Design qpsk_symbol_scheduler, sky130hd; sources not shown.
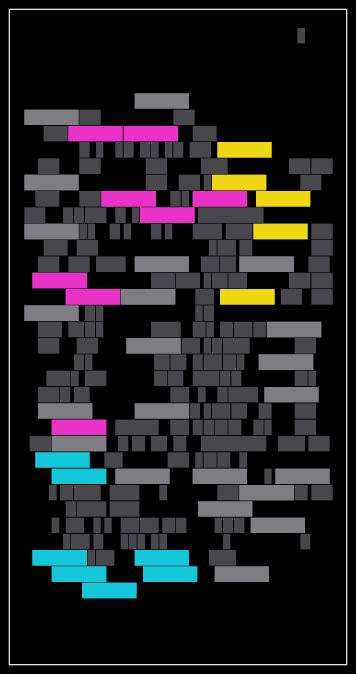
*Sequential cells grouped by signal name*
Scale: 6 px per um. Other sequential cells in the stronger grey, the rest of the logic in the fainter grey.
[`shift_q`] magenta | placed flops: 8
[`phase_idx`] yellow | placed flops: 5
[`u_timer.samp_cnt`] cyan | placed flops: 7 | where: lower left
register cell area after layout: 1051 um^2
Seq. pwr: 0.459 mW
register share of the cell area: 0.4253
fin util: 0.4641

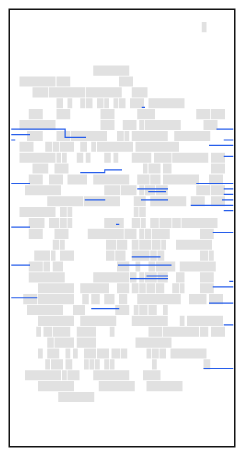
*Met3 routing*
Scale: 4 px per um.
share of all routed wire: 4.8%
wire length on this layer: 187 um
main direction: horizontal
longest straight run: 13.3 um
number of vias after detailed routing: 1467
final routed wirelength across all metal layers: 3874 um
grt met3 use: 0.03084

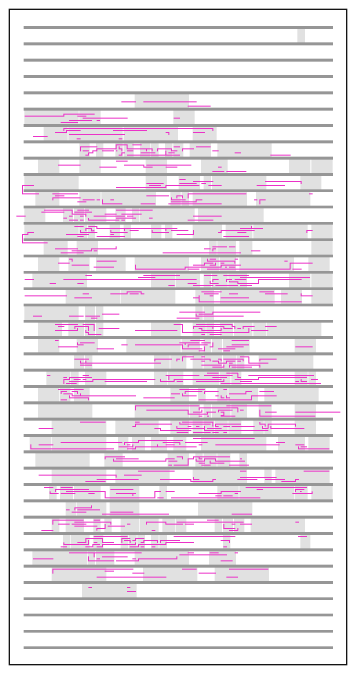
*Metal 1*
Scale: 6 px per um. Supply wires on this layer in grey.
main direction: horizontal
nets with wire on the layer: 202
longest straight run: 24.8 um
share of all routed wire: 44%
met1 track demand over resource in global routing: 0.1723

==> flow_summary.ini <==
; implementation run metrics
[timing]
timing.fmax_ghz = 0.3520
worst_slack_ps = 859.2
period_needed_ps = 2841
relSlewSlack = 0.4003

[floorplanning]
floorplan.core_area_um2 = 5325
die_area_um2 = 6104
die_height_um = 109
core_util_floorplan = 0.3889

[cts]
path_clk_slew_ps = 70
cts-hold-fix-buffers = 0
htreeDepth = 2

[drt]
length_of_routed_wiring_on_met1_um = 1719
drt.antenna.violating_nets = 0
met2RoutedLength_um = 1908

[worst_setup_path]
crit_required_ps = 2960
ff2ff_path_depth = 8
crit_chain = clkdlybuf4s50_1 > and4bb_2 > clkdlybuf4s50_1
cp_num_buf_inv = 2
worstSetupPathType = in2out
startpoint_type = input pin

[synth]
synth.yosys.chip_area_um2 = 2071
yosysUniqueCellTypes = 40
post_synthesis_cell_type_with_the_largest_combined_area = sky130_fd_sc_hd__dfrtp_1
synth-edff-count = 0
ys_warn_count = 0
ys_seq_frac = 0.5076
mapped_area_um2 = 2071
postSynthRegisterBits = 42

[outcome]
status = complete, no violations

[placed_design]
port_buffers = 23
placement.cell_area_um2 = 2328
placed_cells = 271

[cells_and_area]
finish.instance_area_um2 = 2471
final_cell_count_no_fill = 279

[global_routing]
antenna_violations_before_repair = 0
grt_first_pass_wirelength_um = 6858
largest_net_degree_at_the_start_of_global_routing = 43

[run]
log.warning_count = 28

[power_and_ir_drop]
power_density_nw_per_um2 = 377.1

[hold_path]
holdPathStages = 1
## cells by family after synthesis
group / after synthesis / synth area share
other: 2 / 0.003627
adders and majority gates: 6 / 0.03625
and+or+nand+nor: 60 / 0.1432
DFF: 42 / 0.5076
buffers and inverters: 16 / 0.03867
xor gates and xnor gates: 6 / 0.02538
AOI/OAI and AO/OA: 43 / 0.1390
muxes: 21 / 0.1063
## power breakdown
group	switching [mW]	internal, mW
clock	0.155	0.288
combinational	0.0175	0.0124
sequential	0.000299	0.459
total	0.173	0.759
## layout by cell type, fill, tap and decap left out, types with 3 or more instances in the layout
cell	n
sky130_fd_sc_hd__clkbuf_8	6
sky130_fd_sc_hd__nand2_1	9
sky130_fd_sc_hd__mux2_2	8
sky130_fd_sc_hd__clkdlybuf4s50_1	22
sky130_fd_sc_hd__nor2_1	26
sky130_fd_sc_hd__xnor2_1	4
sky130_fd_sc_hd__ha_1	6
sky130_fd_sc_hd__nand2b_1	3
sky130_fd_sc_hd__inv_1	6
sky130_fd_sc_hd__mux2i_1	13
sky130_fd_sc_hd__o21ai_0	7
sky130_fd_sc_hd__a21oi_1	16
sky130_fd_sc_hd__nor2b_1	5
sky130_fd_sc_hd__nand3_1	6
sky130_fd_sc_hd__dfrtp_1	42
sky130_fd_sc_hd__a32oi_1	3
## cell type report
cell class                      instances  area [um^2]  area share
Inverter                                6        22.52    0.009114
Timing Repair Buffer                   25        240.2     0.09722
Clock buffer                            6        82.58     0.03342
Clock inverter                          2        60.06     0.02430
Tap cell                               60        75.07     0.03038
Sequential cell                        42         1051      0.4253
Multi-Input combinational cell        138        939.7      0.3803
## routing by layer
layer,up-vias,global-route usage
met1,693,0.1723
met2,44,0.2403
met3,7,0.03084
met4,0,0.05612
met5,-,-
li1,723,-
## worst register-to-register path: stages (launching register included)
cell and delay, ps:
sky130_fd_sc_hd__dfrtp_1 380, sky130_fd_sc_hd__ha_1 210, sky130_fd_sc_hd__or4b_4 510, sky130_fd_sc_hd__nor2_2 290, sky130_fd_sc_hd__o21ai_0 180, sky130_fd_sc_hd__a32oi_1 270, sky130_fd_sc_hd__o31ai_1 140, sky130_fd_sc_hd__ha_1 220
sky130_fd_sc_hd__or2_2 270
## per-stage QoR
step                      hold slack (ps)  utilization
after floorplan                     432.9            -
after global placement              449.9       0.4373
after detailed placement            462.9       0.4373
after CTS                           473.4       0.4641
after global routing                504.4       0.4641
final                               469.1       0.4641
Power is estimated from default activity; no workload was simulated.
